<file path="src/rtl/cpu_ctrl_pkg.sv">
// Shared definitions for the cpu_ctrl sequencer: widths, opcodes, ALU select codes,
// FSM states and the decoded-instruction record.
package cpu_ctrl_pkg;

    localparam int DATA_W = 8;
    localparam int ADDR_W = DATA_W - 3;

    typedef enum logic [2:0] {
        OP_LDA  = 3'b000,
        OP_TSTZ = 3'b001,
        OP_ADD  = 3'b010,
        OP_SUB  = 3'b011,
        OP_SHL  = 3'b100,
        OP_JZ   = 3'b101,
        OP_STA  = 3'b110,
        OP_HALT = 3'b111
    } opcode_t;

    // Must agree with the select codes understood by alu.
    localparam logic [2:0] ALU_SEL_PASS = 3'b000;
    localparam logic [2:0] ALU_SEL_ZERO = 3'b001;
    localparam logic [2:0] ALU_SEL_ADD  = 3'b010;
    localparam logic [2:0] ALU_SEL_SUB  = 3'b011;
    localparam logic [2:0] ALU_SEL_SHL  = 3'b100;

    typedef enum logic [2:0] {
        S_IDLE    = 3'd0,
        S_FETCH   = 3'd1,
        S_DECODE  = 3'd2,
        S_OPERAND = 3'd3,
        S_EXEC    = 3'd4,
        S_WB      = 3'd5,
        S_HALT    = 3'd6
    } state_t;

    typedef struct packed {
        logic       needs_operand;
        logic       needs_wb;
        logic [2:0] alu_sel;
        logic       is_store;
        logic       is_jump;
        logic       is_halt;
    } dec_t;

endpackage

</file>
<file path="src/rtl/cpu_ctrl_if.sv">
// Bus bundle between cpu_ctrl and its environment (control, RAM and alu).
interface cpu_ctrl_if;
    import cpu_ctrl_pkg::*;

    logic              start;
    logic              busy;
    logic              halted;
    logic [DATA_W-1:0] acc;
    logic [ADDR_W-1:0] mem_addr;
    logic              mem_re;
    logic [DATA_W-1:0] mem_rdata;
    logic              mem_we;
    logic [DATA_W-1:0] mem_wdata;
    logic              alu_en;
    logic [2:0]        alu_sel;
    logic [DATA_W-1:0] alu_in1;
    logic [DATA_W-1:0] alu_in2;
    logic [DATA_W-1:0] alu_out;
    logic              alu_zero;

    modport master (
        input  start, mem_rdata, alu_out, alu_zero,
        output busy, halted, acc, mem_addr, mem_re, mem_we, mem_wdata,
               alu_en, alu_sel, alu_in1, alu_in2
    );

    modport slave (
        output start, mem_rdata, alu_out, alu_zero,
        input  busy, halted, acc, mem_addr, mem_re, mem_we, mem_wdata,
               alu_en, alu_sel, alu_in1, alu_in2
    );

endinterface

</file>
<file path="src/rtl/cpu_ctrl_decode.sv">
// Combinational opcode decoder: classifies an opcode into the sequencing and ALU controls.
module cpu_ctrl_decode
    import cpu_ctrl_pkg::*;
(
    input  logic [2:0] op,
    output dec_t       dec
);

    always_comb begin
        dec = '0;
        case (opcode_t'(op))
            OP_LDA:  begin dec.needs_operand = 1'b1; dec.needs_wb = 1'b1; dec.alu_sel = ALU_SEL_PASS; end
            OP_TSTZ: begin dec.needs_wb = 1'b1; dec.alu_sel = ALU_SEL_ZERO; end
            OP_ADD:  begin dec.needs_operand = 1'b1; dec.needs_wb = 1'b1; dec.alu_sel = ALU_SEL_ADD; end
            OP_SUB:  begin dec.needs_operand = 1'b1; dec.needs_wb = 1'b1; dec.alu_sel = ALU_SEL_SUB; end
            OP_SHL:  begin dec.needs_wb = 1'b1; dec.alu_sel = ALU_SEL_SHL; end
            OP_JZ:   dec.is_jump  = 1'b1;
            OP_STA:  dec.is_store = 1'b1;
            OP_HALT: dec.is_halt  = 1'b1;
            default: dec = '0;
        endcase
    end

endmodule

</file>
<file path="src/rtl/cpu_ctrl.sv">
// Multi-cycle fetch/decode/execute sequencer: owns PC, IR, accumulator and zero flag,
// and drives the shared RAM and the alu from the current state and IR.
module cpu_ctrl
    import cpu_ctrl_pkg::*;
(
    input  logic       clk,
    input  logic       rst,
    cpu_ctrl_if.master bus
);

    state_t            state_reg, state_next;
    logic [ADDR_W-1:0] pc_reg;
    logic [DATA_W-1:0] ir_reg;
    logic [DATA_W-1:0] acc_reg;
    logic              z_reg;

    opcode_t           op_ir;
    logic [ADDR_W-1:0] opd;
    logic [2:0]        op_dec;
    dec_t              dec;

    assign op_ir = opcode_t'(ir_reg[DATA_W-1:ADDR_W]);
    assign opd   = ir_reg[ADDR_W-1:0];

    // In DECODE the instruction is still on mem_rdata; ir holds it only from the next cycle.
    assign op_dec = (state_reg == S_DECODE) ? bus.mem_rdata[DATA_W-1:ADDR_W]
                                            : ir_reg[DATA_W-1:ADDR_W];

    cpu_ctrl_decode u_decode (
        .op  (op_dec),
        .dec (dec)
    );

    always_ff @(posedge clk or posedge rst) begin
        if (rst) state_reg <= S_IDLE;
        else     state_reg <= state_next;
    end

    always_ff @(posedge clk or posedge rst) begin
        if (rst) begin
            pc_reg  <= '0;
            ir_reg  <= '0;
            acc_reg <= '0;
            z_reg   <= 1'b0;
        end else begin
            case (state_reg)
                S_IDLE, S_HALT: begin
                    if (bus.start) begin
                        pc_reg  <= '0;
                        acc_reg <= '0;
                        z_reg   <= 1'b0;
                    end
                end
                S_DECODE: begin
                    ir_reg <= bus.mem_rdata;
                    pc_reg <= pc_reg + ADDR_W'(1);
                end
                S_EXEC: begin
                    if (dec.is_jump && z_reg) pc_reg <= opd;
                end
                S_WB: begin
                    if (op_ir == OP_TSTZ) z_reg   <= bus.alu_zero;
                    else                  acc_reg <= bus.alu_out;
                end
                default: ;
            endcase
        end
    end

    always_comb begin
        state_next = state_reg;
        case (state_reg)
            S_IDLE, S_HALT: if (bus.start) state_next = S_FETCH;
            S_FETCH:   state_next = S_DECODE;
            S_DECODE:  state_next = dec.needs_operand ? S_OPERAND : S_EXEC;
            S_OPERAND: state_next = S_EXEC;
            S_EXEC: begin
                if (dec.needs_wb)     state_next = S_WB;
                else if (dec.is_halt) state_next = S_HALT;
                else                  state_next = S_FETCH;
            end
            S_WB:      state_next = S_FETCH;
            default:   state_next = S_IDLE;
        endcase
    end

    always_comb begin
        bus.mem_addr  = '0;
        bus.mem_re    = 1'b0;
        bus.mem_we    = 1'b0;
        bus.mem_wdata = '0;
        bus.alu_en    = 1'b0;
        bus.alu_sel   = ALU_SEL_PASS;
        bus.alu_in1   = '0;
        bus.alu_in2   = '0;
        case (state_reg)
            S_FETCH: begin
                bus.mem_addr = pc_reg;
                bus.mem_re   = 1'b1;
            end
            S_OPERAND: begin
                bus.mem_addr = opd;
                bus.mem_re   = 1'b1;
            end
            S_EXEC: begin
                if (dec.needs_wb) begin
                    bus.alu_en  = 1'b1;
                    bus.alu_sel = dec.alu_sel;
                    bus.alu_in1 = (op_ir == OP_LDA) ? bus.mem_rdata : acc_reg;
                    if (op_ir == OP_ADD || op_ir == OP_SUB) bus.alu_in2 = bus.mem_rdata;
                    else if (op_ir == OP_SHL)               bus.alu_in2 = DATA_W'(opd);
                end
                if (dec.is_store) begin
                    bus.mem_we    = 1'b1;
                    bus.mem_addr  = opd;
                    bus.mem_wdata = acc_reg;
                end
            end
            default: ;
        endcase
    end

    assign bus.busy   = (state_reg != S_IDLE) && (state_reg != S_HALT);
    assign bus.halted = (state_reg == S_HALT);
    assign bus.acc    = acc_reg;

endmodule
</file>
<file path="src/flat_wrapper.sv">
// flat-port wrapper written by rule: the top's interface ports become plain ports
module cpu_ctrl_flat import cpu_ctrl_pkg::*;
  (clk, rst, bus_start, bus_mem_rdata, bus_alu_out, bus_alu_zero, bus_busy, bus_halted, bus_acc, bus_mem_addr, bus_mem_re, bus_mem_we, bus_mem_wdata, bus_alu_en, bus_alu_sel, bus_alu_in1, bus_alu_in2);
  cpu_ctrl_if bus_i ();
  input  logic clk;
  input  logic rst;
  input wire logic [$bits(bus_i.start)-1:0] bus_start;
  input wire logic [$bits(bus_i.mem_rdata)-1:0] bus_mem_rdata;
  input wire logic [$bits(bus_i.alu_out)-1:0] bus_alu_out;
  input wire logic [$bits(bus_i.alu_zero)-1:0] bus_alu_zero;
  output wire logic [$bits(bus_i.busy)-1:0] bus_busy;
  output wire logic [$bits(bus_i.halted)-1:0] bus_halted;
  output wire logic [$bits(bus_i.acc)-1:0] bus_acc;
  output wire logic [$bits(bus_i.mem_addr)-1:0] bus_mem_addr;
  output wire logic [$bits(bus_i.mem_re)-1:0] bus_mem_re;
  output wire logic [$bits(bus_i.mem_we)-1:0] bus_mem_we;
  output wire logic [$bits(bus_i.mem_wdata)-1:0] bus_mem_wdata;
  output wire logic [$bits(bus_i.alu_en)-1:0] bus_alu_en;
  output wire logic [$bits(bus_i.alu_sel)-1:0] bus_alu_sel;
  output wire logic [$bits(bus_i.alu_in1)-1:0] bus_alu_in1;
  output wire logic [$bits(bus_i.alu_in2)-1:0] bus_alu_in2;
  assign bus_i.start = bus_start;
  assign bus_i.mem_rdata = bus_mem_rdata;
  assign bus_i.alu_out = bus_alu_out;
  assign bus_i.alu_zero = bus_alu_zero;
  assign bus_busy = bus_i.busy;
  assign bus_halted = bus_i.halted;
  assign bus_acc = bus_i.acc;
  assign bus_mem_addr = bus_i.mem_addr;
  assign bus_mem_re = bus_i.mem_re;
  assign bus_mem_we = bus_i.mem_we;
  assign bus_mem_wdata = bus_i.mem_wdata;
  assign bus_alu_en = bus_i.alu_en;
  assign bus_alu_sel = bus_i.alu_sel;
  assign bus_alu_in1 = bus_i.alu_in1;
  assign bus_alu_in2 = bus_i.alu_in2;
  cpu_ctrl u_core (.clk(clk), .rst(rst), .bus(bus_i));
endmodule
</file>
<file path="config.mk">
export PLATFORM = sky130hd
export DESIGN_NAME = cpu_ctrl_flat
export DESIGN_NICKNAME = d
export VERILOG_FILES = /design/src/rtl/cpu_ctrl_pkg.sv /design/src/rtl/cpu_ctrl_if.sv /design/src/rtl/cpu_ctrl_decode.sv /design/src/rtl/cpu_ctrl.sv /design/src/flat_wrapper.sv
export SDC_FILE = /design/constraint.sdc
export NUM_CORES = 1
export LEC_CHECK = 0
export CAP_MARGIN = 40
export CORE_UTILIZATION = 40
export DETAILED_ROUTE_END_ITERATION = 8
export HOLD_SLACK_MARGIN = 0.02
export PLACE_DENSITY = 0.83
export SLEW_MARGIN = 10
export SYNTH_ARGS = -nofsm -noshare
export SYNTH_HDL_FRONTEND = slang
export SYNTH_SLANG_ARGS = --single-unit
</file>
<file path="constraint.sdc">
create_clock -name clk -period 2.4 [get_ports clk]
set_clock_uncertainty 0.15 [all_clocks]
set_input_delay 0.48 -clock clk [delete_from_list [all_inputs] [get_ports clk]]
set_output_delay 0.48 -clock clk [all_outputs]
set_load 0.005 [all_outputs]
</file>
Figure 1. Cells colored by class (run 1).
Bar = 20 µm.
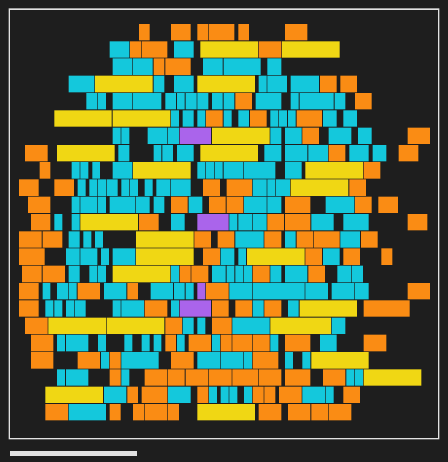
| color | class | cells | share of their area |
|---|---|---|---|
| yellow | flops | 25 | 23% |
| cyan | all other logic | 175 | 41% |
| orange | other buffers and delay cells | 113 | 35% |
| purple | clock drivers and dummy loads | 4 | 1.6% |
Post-Route Utilization: 69.2%
Seq/total area: 22.3%
core area: 4060 µm²

Figure 2. Congestion heat map (run 1).
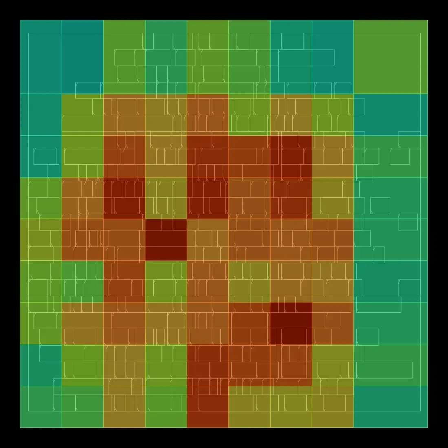
Routed wire per std cell: 16.5 µm
GRT met3 Usage: 4.39%

==> GITHUB_STEP_SUMMARY, run 1 <==
### Metrics collected by this job

| Metric | Value |
|---|---|
| RSZ-0062 raised after global routing | `yes` |
| Clock root cell | `clkbuf_8` |
| Via count of the first global-routing pass | `1,896` |
| Top non-seq family | `simple AND/OR/NAND/NOR gates` |
| DP Cell Count | `344` |
| Dominant Register Cell | `dfrtp_1` |
| # DRC | `0` |
| Chip Area | `4540 µm²` |
| Clk sinks | `25` |
| Via-per-instance ratio | `5.56` |
| First-pass GRT wire length | `9.00 mm` |
| Ant diodes | `0` |
| Clk pin slew, worst setup/hold paths | `0.09 ns` |
| Cells in synth_stat.txt | `214` |
| CTS buffer count | `3` |
| Peak Freq | `382 MHz` |
| Synth warnings | `0` |
| Worst min-delay path category | `flop to flop` |
| Layout Cells excl Fill | `367` |
| Tmin final | `2.62 ns` |
| CTS Hold Bufs | `0` |
| DR iter-0 viols | `107` |
| Design area | `2810 µm²` |
| Setup slack at placement | `-0.264 ns` |
| Failing checks | `setup timing` |
| Comb area | `1060 µm²` |
| Worst IR drop on VDD | `0.000458 V` |
| Async set-reset flop share out of synthesis | `100%` |
| Setup TNS | `-2.69 ns` |
| Max Cap Viol | `0` |
| Register area | `627 µm²` |
| DP Wirelength | `3.96 mm` |
| Antenna violations before repair | `0` |
| Crit path kind | `flop to primary output` |
| Mapped Cells | `214` |
| Total congestion overflow | `0` |
| Crit-path max FO | `3` |
| Clock latency on the worst-skew pair | `0.27 ns` |
| Cell area leaders | `dfrtp_1, nand2_1, mux2i_1, nor2_1, a21oi_1` |
| Post-synth top area cell | `dfrtp_1` |
| Status | `finished with violations` |
| Post-synth top area share | `36.5%` |
| Slew HR | `74.3%` |
| FILL cells | `295` |
| Deepest clock path buffer count | `2` |
| Critical path cell sequence | `or3b_4, mux2i_4, buf_6, buf_6, buf_6, nor3_2, buf_2` |
| Crit. End Element | `primary output` |
| Final hold slack | `0.366 ns` |
| Final hold viol count | `0` |
| DRT met1 WL | `2.50 mm` |
| Final setup viols | `24` |
| Post-synth seq share | `36.5%` |
| Tool warnings | `28` |
| Cell area after synthesis | `1710 µm²` |
| Layout cells sized above 1 | `32.8%` |
| Syn Nets | `235` |
| Num ports | `65` |
| Met3 wire length | `375 µm` |
| Compound Share, Synth | `16.6%` |
| Rows | `23` |
| Pin count of the biggest net entering global routing | `26` |
| Starting Density | `42.2%` |
| Setup WS post-layout | `-0.218 ns` |
| Chip height | `67.4 µm` |
| RD Place Congestion | `0.923` |
| Synthesis area per yosys | `1710 µm²` |
| CTS tree | `done` |
| XORs/XNORs by Area | `0%` |
Figure 3. Wiring by layer (run 1).
Bar = 20 µm. Two of the layers only.
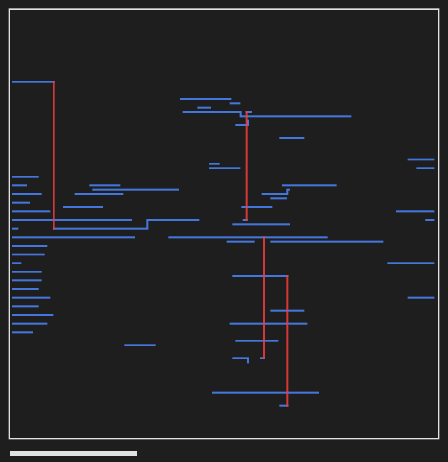
| color | layer | wire length |
|---|---|---|
| red | met4 | 79.6 µm |
| blue | met3 | 375 µm |
routed wire length: 6.04 mm
GR Util All Layers: 27.0%

## run 1: where the power goes
group	leakage, nW	switching [W]	internal [W]
Combinational	1.01	0.00100	0.00108
Clock	0.0228	0.000142	0.000119
Sequential	0.327	0.000189	0.000590
## run 1: critical path, delay by kind of cell, from the launching register on
| kind | cells | cell delay [ns] |
|---|---|---|
| muxes | 1 | 0.23 |
| and+or+nand+nor | 2 | 0.58 |
| DFF | 1 | 0.40 |
| buffers and inverters | 4 | 0.52 |
## run 1: path summary, 6_finish.rpt
path                                startpoint                 to  slack, ns  cells after the start
min in group asynchronous                  rst  u_core.bus.acc[4]       0.40                      3
max                        u_core.state_reg[1]   bus_mem_wdata[6]      -0.22                      7
min reg2reg                       u_core.z_reg       u_core.z_reg       0.37                      1
max in group asynchronous                  rst   u_core.ir_reg[6]       1.42                      3
min                               u_core.z_reg       u_core.z_reg       0.37                      1
max reg2reg                u_core.state_reg[2]   u_core.pc_reg[1]       0.24                      8
## run 1: synth_stat cells, types with 2 or more instances
master / instances
nand2_1: 38
dfrtp_1: 25
nor2_1: 24
a21oi_1: 17
inv_1: 14
nor3_1: 11
mux2i_1: 9
a22o_1: 6
clkbuf_1: 6
nor2b_1: 6
nand2b_1: 5
nor3b_1: 5
buf_2: 4
nand3_1: 4
a32oi_1: 3
and3_1: 3
o21ai_0: 3
a22oi_1: 2
and2_1: 2
buf_4: 2
buf_6: 2
mux2_2: 2
nor3_2: 2
o21bai_1: 2
o2bb2ai_1: 2
## run 1: placed cells by master (no fill, tap or decap), types with 3 or more instances in the layout
master and count:
a22o_1 6, o21ai_0 3, buf_2 17, clkbuf_8 3
mux2i_1 9, nor2_2 3, buf_6 13, inv_1 14
nor3b_2 3, nand2b_1 4, nor2_1 21, clkbuf_2 3
nand3_1 4, a32oi_1 3, nor3_4 3, nor3_1 3
nor3_2 7, nand2_2 3, nand2_1 35, nor2b_1 4
dfrtp_1 24, dlygate4sd2_1 14, clkdlybuf4s50_1 29, buf_4 35
a21oi_1 17
## run 1: what timing repair did
| action | CTS | global route |
|---|---|---|
| setup endpoints to repair | 35 | 31 |
| pin swaps | 17 | 10 |
| buffers inserted | 11 | 9 |
| gates resized | 117 | 17 |
## run 1: cell families (layout without fill, tap and decap cells)
kind of cell / count (synthesis) / count (layout)
and+or+nand+nor: 106 / 106
AOI/OAI and AO/OA: 41 / 41
buffers and inverters: 29 / 132
DFF: 25 / 25
muxes: 12 / 12
adders and majority gates: 1 / 1
## run 1: per-layer routing
layer  vias to the layer above  track usage, %
li1                        941               -
met1                      1004            34.8
met2                        87            43.8
met3                         8            4.39
met4                         0            12.8
met5                         -               0
## run 1: layout make-up
type	instances	area share (%)
clock buffer	4	1.60
inverter	15	2.01
multi-input combinational	160	37.9
sequential	25	22.3
tap	50	2.23
timing repair buffer	113	34.0
Figure 4. Where the registers sit (run 1).
Bar = 20 µm. Other sequential cells in the stronger gray, the rest of the logic in the fainter gray.
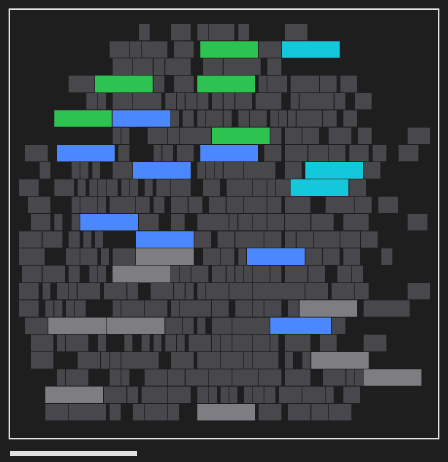

--- run 2 (diff from run 1) ---
--- a/config.mk
+++ b/config.mk
@@ -6,10 +6,11 @@
 export NUM_CORES = 1
 export LEC_CHECK = 0
 export CAP_MARGIN = 40
-export CORE_UTILIZATION = 40
+export CORE_UTILIZATION = 44
 export DETAILED_ROUTE_END_ITERATION = 8
 export HOLD_SLACK_MARGIN = 0.02
-export PLACE_DENSITY = 0.83
+export MAX_ROUTING_LAYER = met4
+export PLACE_DENSITY = 0.89
 export SLEW_MARGIN = 10
 export SYNTH_ARGS = -nofsm -noshare
 export SYNTH_HDL_FRONTEND = slang
Figure 5. Where the registers sit (run 2).
Bar = 20 µm. Other sequential cells in the stronger gray, the rest of the logic in the fainter gray.
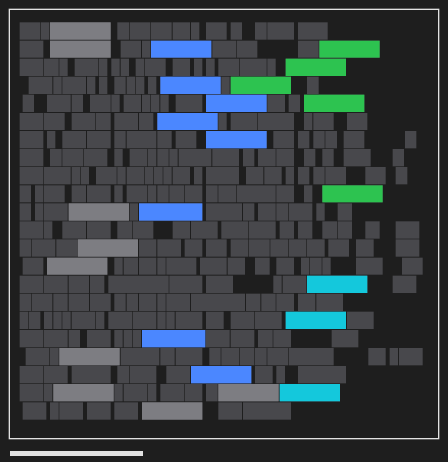
| color | signal | sequential cells |
|---|---|---|
| cyan | u_core.state_reg | 3 |
| green | u_core.pc_reg | 5 |
| blue | u_core.ir_reg | 8 |
seq pwr: 0.000781 W
Seq/total area: 22.0%

Figure 6. Cells colored by class (run 2).
Bar = 20 µm.
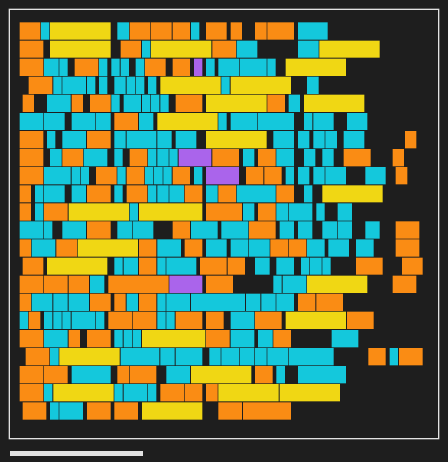
| color | class | cells | share of their area |
|---|---|---|---|
| cyan | all other logic | 175 | 42% |
| purple | clock drivers and dummy loads | 4 | 1.6% |
| yellow | flops | 25 | 22% |
| orange | other buffers and delay cells | 107 | 34% |

==> GITHUB_STEP_SUMMARY, run 2 <==
### Metrics collected by this job

| Metric | Value |
|---|---|
| Status | `finished with violations` |
| Failing checks | `setup timing` |
| Worst stage delay on the critical path | `0.43 ns` |
| Worst setup path startpoint | `u_core.state_reg[0]` |
| DRT Pass-1 Iters | `5` |
| Post-Route Utilization | `77.3% (+8.1 points)` |
| Seq cells post-synth | `25` |
| Most used logic cell in the final layout | `nand2_1` |
| Post-synth top area cell | `dfrtp_1` |
| Layout cells sized above 1 | `32.5% (-0.33 points)` |
| CP max-delay cell | `or3b_4` |
| H-Tree Depth | `1` |
| Clock root cell | `clkbuf_8` |
| Worst path depth | `6 (-1)` |
| Max Slew Vio Count | `0` |
| Arrival @ worst endpoint | `1.93 ns` |
| Crit. End Element | `primary output` |
| Reg2Reg Setup Slack | `0.29 ns (+0.05 ns)` |
| Critical path cell sequence | `or3b_4, mux2i_4, buf_4, buf_6, nor3_4, buf_2` |
| PwrDens | `1120 nW/µm²` |
| Pin count of the biggest net entering global routing | `26 (unchanged)` |
| Mapped Cells | `214 (unchanged)` |
| Dominant Register Cell | `dfrtp_1` |
| Starting Density | `46.4% (+4.2 points)` |
| Layout Cells excl Fill | `359 (-2.2%)` |
| Design area | `2850 µm² (+1.6%)` |
| R2r worst-path depth | `8 (unchanged)` |
| Buffers on Ports | `64` |
| Core area | `3690 µm² (-9.1%)` |
| Syn Nets | `235 (unchanged)` |
| Worst slew pin tran | `0.493 ns` |
| Clk pin slew, worst setup/hold paths | `0.10 ns (about the same)` |
| Worst R2R Start | `u_core.state_reg[0]` |
| FILL cells | `233 (-21%)` |
| Via count of the first global-routing pass | `1,953 (+3.0%)` |
| Startpoint Class | `flop` |
| Setup slack at placement | `-0.261 ns (+0.00291 ns)` |
| Ant diodes | `0 (unchanged)` |
| Post-synth top cells | `nand2_1, dfrtp_1, nor2_1` |
| Routed wire length | `6.54 mm (+8.3%)` |
| Tmin final | `2.56 ns (-0.0598 ns)` |
| Cells in synth_stat.txt | `214 (unchanged)` |
| Worst IR drop on VDD | `0.000581 V (+27%)` |
| Clk sinks | `25 (unchanged)` |
| Post-DRT Antenna Nets | `0` |
| Cycle use final | `107%` |
| Chip Area | `4140 µm² (-8.8%)` |
| Crit path kind | `flop to primary output` |
| Critical path endpoint | `bus_mem_wdata[6]` |
| Cell area after synthesis | `1710 µm² (unchanged)` |
| Nets | `333` |
| Num ports | `65 (unchanged)` |
| DIE WIDTH | `64.4 µm` |
| Cell area leaders | `dfrtp_1, nand2_1, mux2i_1, nor2_1, a21oi_1` |
| Via-per-instance ratio | `5.75 (+3.4%)` |
| Syn Area/Cell | `8.00 µm²` |
| RSZ-0062 raised after global routing | `yes` |
| Peak Freq | `391 MHz (+2.3%)` |
| Setup TNS | `-1.68 ns (+1.02 ns)` |
| Worst min-delay path category | `flop to flop` |
| Count of library flops with an enable pin | `0` |
| RD Place Congestion | `0.863 (-6.5%)` |
| Max Cap Viol | `0 (unchanged)` |
| Synth warnings | `0 (unchanged)` |
| Leak Pwr | `1.34 nW` |
| Post-synth top area share | `36.5% (unchanged)` |
| # DRC | `0 (unchanged)` |
| Async set-reset flop share out of synthesis | `100% (unchanged)` |
| Via Count | `2,063` |
| Clock latency on the worst-skew pair | `0.27 ns (about the same)` |
| Slew HR | `66.9% (-7.4 points)` |
| DP Wirelength | `3.87 mm (-2.2%)` |
| Antenna violations before repair | `0 (unchanged)` |
| CTS buffer count | `3 (unchanged)` |
| P&R area growth vs syn | `66.7%` |
| Post-synth seq share | `36.5% (unchanged)` |
| GR Util All Layers | `30.5% (+3.5 points)` |
| Routed wire per std cell | `18.2 µm (+11%)` |
| Chip height | `64.4 µm (-4.5%)` |
| Tool warnings | `28 (unchanged)` |
| Final hold viol count | `0 (unchanged)` |
| Setup WS post-layout | `-0.158 ns (+0.0598 ns)` |
| Synth unique cells | `40` |
| Worst EP required | `1.77 ns` |
| Synthesis area per yosys | `1710 µm² (unchanged)` |
| Rows | `22 (-4.3%)` |
| Placed Area | `2520 µm²` |
| DP Cell Count | `336 (-2.3%)` |
| Synth top cell by count | `nand2_1` |
| CP bufs+invs | `3 (-1)` |
| Dominant logic cell types in the final layout | `nand2_1, clkdlybuf4s50_1, buf_4` |
| Crit-path max FO | `5 (+2)` |
| Deepest clock path buffer count | `2 (unchanged)` |
| CTS tree | `done` |
| Reg-to-reg critical path endpoint | `u_core.state_reg[0]` |
| Final setup viols | `22 (-8.3%)` |
| Cell family with most CP delay | `simple AND/OR/NAND/NOR gates` |
| DR iter-0 viols | `133 (+24%)` |
| First-pass GRT wire length | `9.42 mm (+4.6%)` |
| Total congestion overflow | `0 (unchanged)` |
## run 2: worst min-delay path by stage
stage,start,end,slack [ns],depth (start not counted)
finish,u_core.z_reg,u_core.z_reg,0.37,1
global route,u_core.z_reg,u_core.z_reg,0.40,1
CTS,u_core.z_reg,u_core.z_reg,0.36,1
detailed placement,u_core.z_reg,u_core.z_reg,0.34,1
global placement,u_core.z_reg,u_core.z_reg,0.33,1
floorplan,u_core.z_reg,u_core.z_reg,0.31,1
## run 2: logic make-up after synthesis
kind of cell / synth area share [%]
adders and majority gates: 0.731
and+or+nand+nor: 30.3
DFF: 36.5
AOI/OAI and AO/OA: 16.6
muxes: 7.89
buffers and inverters: 7.97
## run 2: what timing repair did
| item | in CTS | in global routing |
|---|---|---|
| resized | 121 | 26 |
| endpoints found under the setup margin | 35 | 29 |
| gates cloned | 1 | 1 |
| hold buffers | 0 | 0 |
| pin swaps | 20 | 12 |
| setup buffers | 13 | 7 |
## run 2: final cells by class
type	count	area [µm²]	share of cell area, %
Tap cell	48	60.1	2.11
Sequential cell	25	628	22.0
Multi-Input combinational cell	160	1110	39.0
Timing Repair Buffer	107	951	33.3
Inverter	15	56.3	1.97
Clock buffer	4	45.0	1.58
## run 2: per-stage QoR
step,total power (W),hold slack (ns)
2_1_floorplan,0.00170,0.309
3_3_place_gp,0.00235,0.326
3_5_place_dp,0.00240,0.338
4_1_cts,0.00293,0.359
5_1_grt,0.00337,0.401
6_report,0.00320,0.368
## run 2: power breakdown
part	switching, W	internal, W	leakage, nW
sequential	0.000190	0.000592	0.326
combinational	0.00110	0.00106	0.995
clock	0.000143	0.000119	0.0228
total	0.00143	0.00177	1.34
## run 2: per-layer routing
metal | global-route usage (%) | vias to the layer above | share of wire [%]
li1 | - | 922 | -
met1 | 39.3 | 964 | 39
met2 | 50.3 | 154 | 49
met3 | 4.82 | 23 | 9.7
met4 | 6.94 | 0 | 3.0
met5 | - | - | 0
Power and IR drop assume default switching activity.
